## src/rtl/coralnpu_irq_ctrl.sv

```systemverilog
// Interrupt aggregator: per-source edge/level gateways, fixed-priority claim/complete, registered irq and wfi wake pulse.
// Optional CORALNPU_IRQ_SYNC_EN adds a 2-flop synchronizer on every src bit for asynchronous sources.
module coralnpu_irq_ctrl #(
  parameter int unsigned NUM_SRC = 8,
  parameter int unsigned ID_W    = $clog2(NUM_SRC)
) (
  input  logic               clk,
  input  logic               rst,
  input  logic [NUM_SRC-1:0] src,
  input  logic [NUM_SRC-1:0] edge_sel,
  input  logic [NUM_SRC-1:0] enable,
  output logic               claim_valid,
  output logic [ID_W-1:0]    claim_id,
  input  logic               claim_ready,
  input  logic               complete_valid,
  input  logic [ID_W-1:0]    complete_id,
  output logic [NUM_SRC-1:0] pending,
  output logic               irq,
  input  logic               wfi,
  output logic               wake
);

  logic [NUM_SRC-1:0] src_in;
  logic [NUM_SRC-1:0] src_prev;
  logic [NUM_SRC-1:0] in_service;
  logic [NUM_SRC-1:0] eligible;
  logic [NUM_SRC-1:0] set_req;
  logic [NUM_SRC-1:0] claim_sel;
  logic [NUM_SRC-1:0] done_sel;
  logic               found;

`ifdef CORALNPU_IRQ_SYNC_EN
  logic [NUM_SRC-1:0] sync1;
  logic [NUM_SRC-1:0] sync2;

  always_ff @(posedge clk or posedge rst) begin
    if (rst) begin
      sync1 <= '0;
      sync2 <= '0;
    end else begin
      sync1 <= src;
      sync2 <= sync1;
    end
  end

  assign src_in = sync2;
`else
  assign src_in = src;
`endif

  always_comb begin
    eligible    = pending & enable & ~in_service;
    claim_valid = |eligible;
    claim_id    = '0;
    claim_sel   = '0;
    done_sel    = '0;
    set_req     = '0;
    found       = 1'b0;
    for (int unsigned i = 0; i < NUM_SRC; i++) begin
      if (eligible[i] && !found) begin
        claim_id     = ID_W'(i);
        claim_sel[i] = claim_ready;
        found        = 1'b1;
      end
    end
    for (int unsigned i = 0; i < NUM_SRC; i++) begin
      done_sel[i] = complete_valid && (complete_id == ID_W'(i)) && in_service[i];
      // A level source being claimed this cycle counts as in service, so a held level does not re-pend.
      if (edge_sel[i])
        set_req[i] = src_in[i] & ~src_prev[i];
      else
        set_req[i] = src_in[i] & ~in_service[i] & ~claim_sel[i];
    end
  end

  always_ff @(posedge clk or posedge rst) begin
    if (rst) begin
      src_prev   <= '0;
      pending    <= '0;
      in_service <= '0;
      irq        <= 1'b0;
      wake       <= 1'b0;
    end else begin
      src_prev   <= src_in;
      pending    <= (pending & ~claim_sel) | set_req;
      in_service <= (in_service | claim_sel) & ~done_sel;
      irq        <= |eligible;
      wake       <= ~irq & (|eligible) & wfi;
    end
  end

endmodule

```

## config.mk

```make
export PLATFORM = sky130hd
export DESIGN_NAME = coralnpu_irq_ctrl
export DESIGN_NICKNAME = d
export VERILOG_FILES = /design/src/rtl/coralnpu_irq_ctrl.sv
export SDC_FILE = /design/constraint.sdc
export NUM_CORES = 1
export LEC_CHECK = 0
export CORE_ASPECT_RATIO = 0.9
export CORE_MARGIN = 4
export CORE_UTILIZATION = 40
export CTS_BUF_LIST = sky130_fd_sc_hd__clkbuf_4 sky130_fd_sc_hd__clkbuf_8
export CTS_CLUSTER_DIAMETER = 200
export DETAILED_ROUTE_END_ITERATION = 6
export GPL_TIMING_DRIVEN = 0
export HOLD_SLACK_MARGIN = 0.03
export PLACE_DENSITY = 0.84
export SYNTH_ARGS = -nofsm -noshare
export SYNTH_HDL_FRONTEND = slang
export SYNTH_SLANG_ARGS = --single-unit
```

## constraint.sdc

```tcl
create_clock -name clk -period 1.8 [get_ports clk]
set_clock_uncertainty 0.05 [all_clocks]
set_input_delay 0.36 -clock clk [delete_from_list [all_inputs] [get_ports clk]]
set_output_delay 0.36 -clock clk [all_outputs]
set_load 0.01 [all_outputs]
```

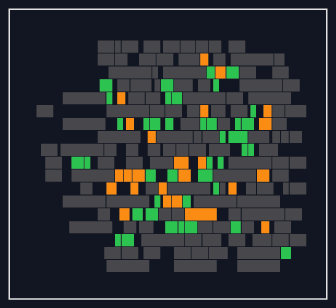
Fig. 1. Gate families picked out.
| colour | family | cells |
|---|---|---|
| orange | inverting AOI/OAI gates | 24 |
| green | NAND gates | 40 |
Layout Cells excl Fill: 223
combinational share of cell area: 31.7%

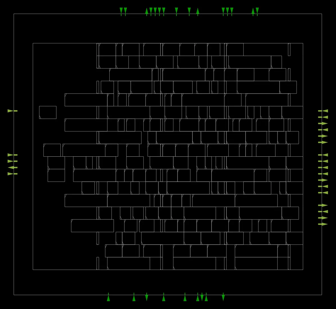
Fig. 2. Cell outlines without signal wires.
Core Rows: 18
fillcell total: 224
fin util: 67.1%

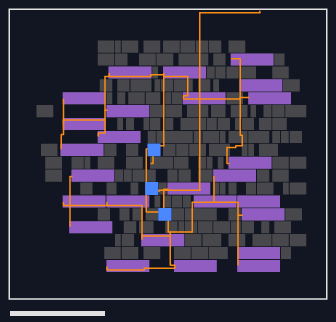
Fig. 3. Clock wires, drivers and flops.
Scale bar: 20 um.
[purple] flip-flops | count: 26
[orange] clock wires | length: 319 um
[blue] clock drivers | count: 3
routed clock nets: 4
Clock power frac: 10.9%
P_clk: 0.297 mW
Insertion Delay late pin: 0.32 ns

==> results.toml <==
# yosys + openroad results
[route]
wl_met3_um = 266
firstDrtPassIters = 5
wl_met2_um = 1850
first_iter_violations = 130

[worst_setup_path]
path_class = "reg -> out"
worstSetupPathDepth = 4
cp.buffers_inverters = 1
rrSetupSlack_ns = -0.09
r2r_start = "pending[1]"

[global_route]
grt_pass1_vias = 1216
grt_use_met2_pct = 32.2
antenna_found_initial = 0
grt_pass1_wl_um = 5710

[finish]
mostFrequentLayoutCell = "clkdlybuf4s50_1"
bufAreaShareNonClock_pct = 29.5
top_regs = "in_service x8, pending x8, src_prev x8"
flop-count = 26

[logic_synthesis]
synth_area_um2 = 1240
ys.warnings.count = 0
yosysTopAreaCellShare_pct = 52.6

[power]
power_mw = 2.72
power_top_consumer = "combinational cells"

[place]
pre_cts_ws_ns = -0.927

[sta]
setup_viol = 5
setup_ws_ns = -0.330
max_slew_margin_pct = 35.0

[status]
violations = "negative setup slack"
status = "finished with violations"

[clock_network]
post_cts_buffers = 11
htreeDepth = 1
No activity file was given, so power comes from the tool's default toggle rates.
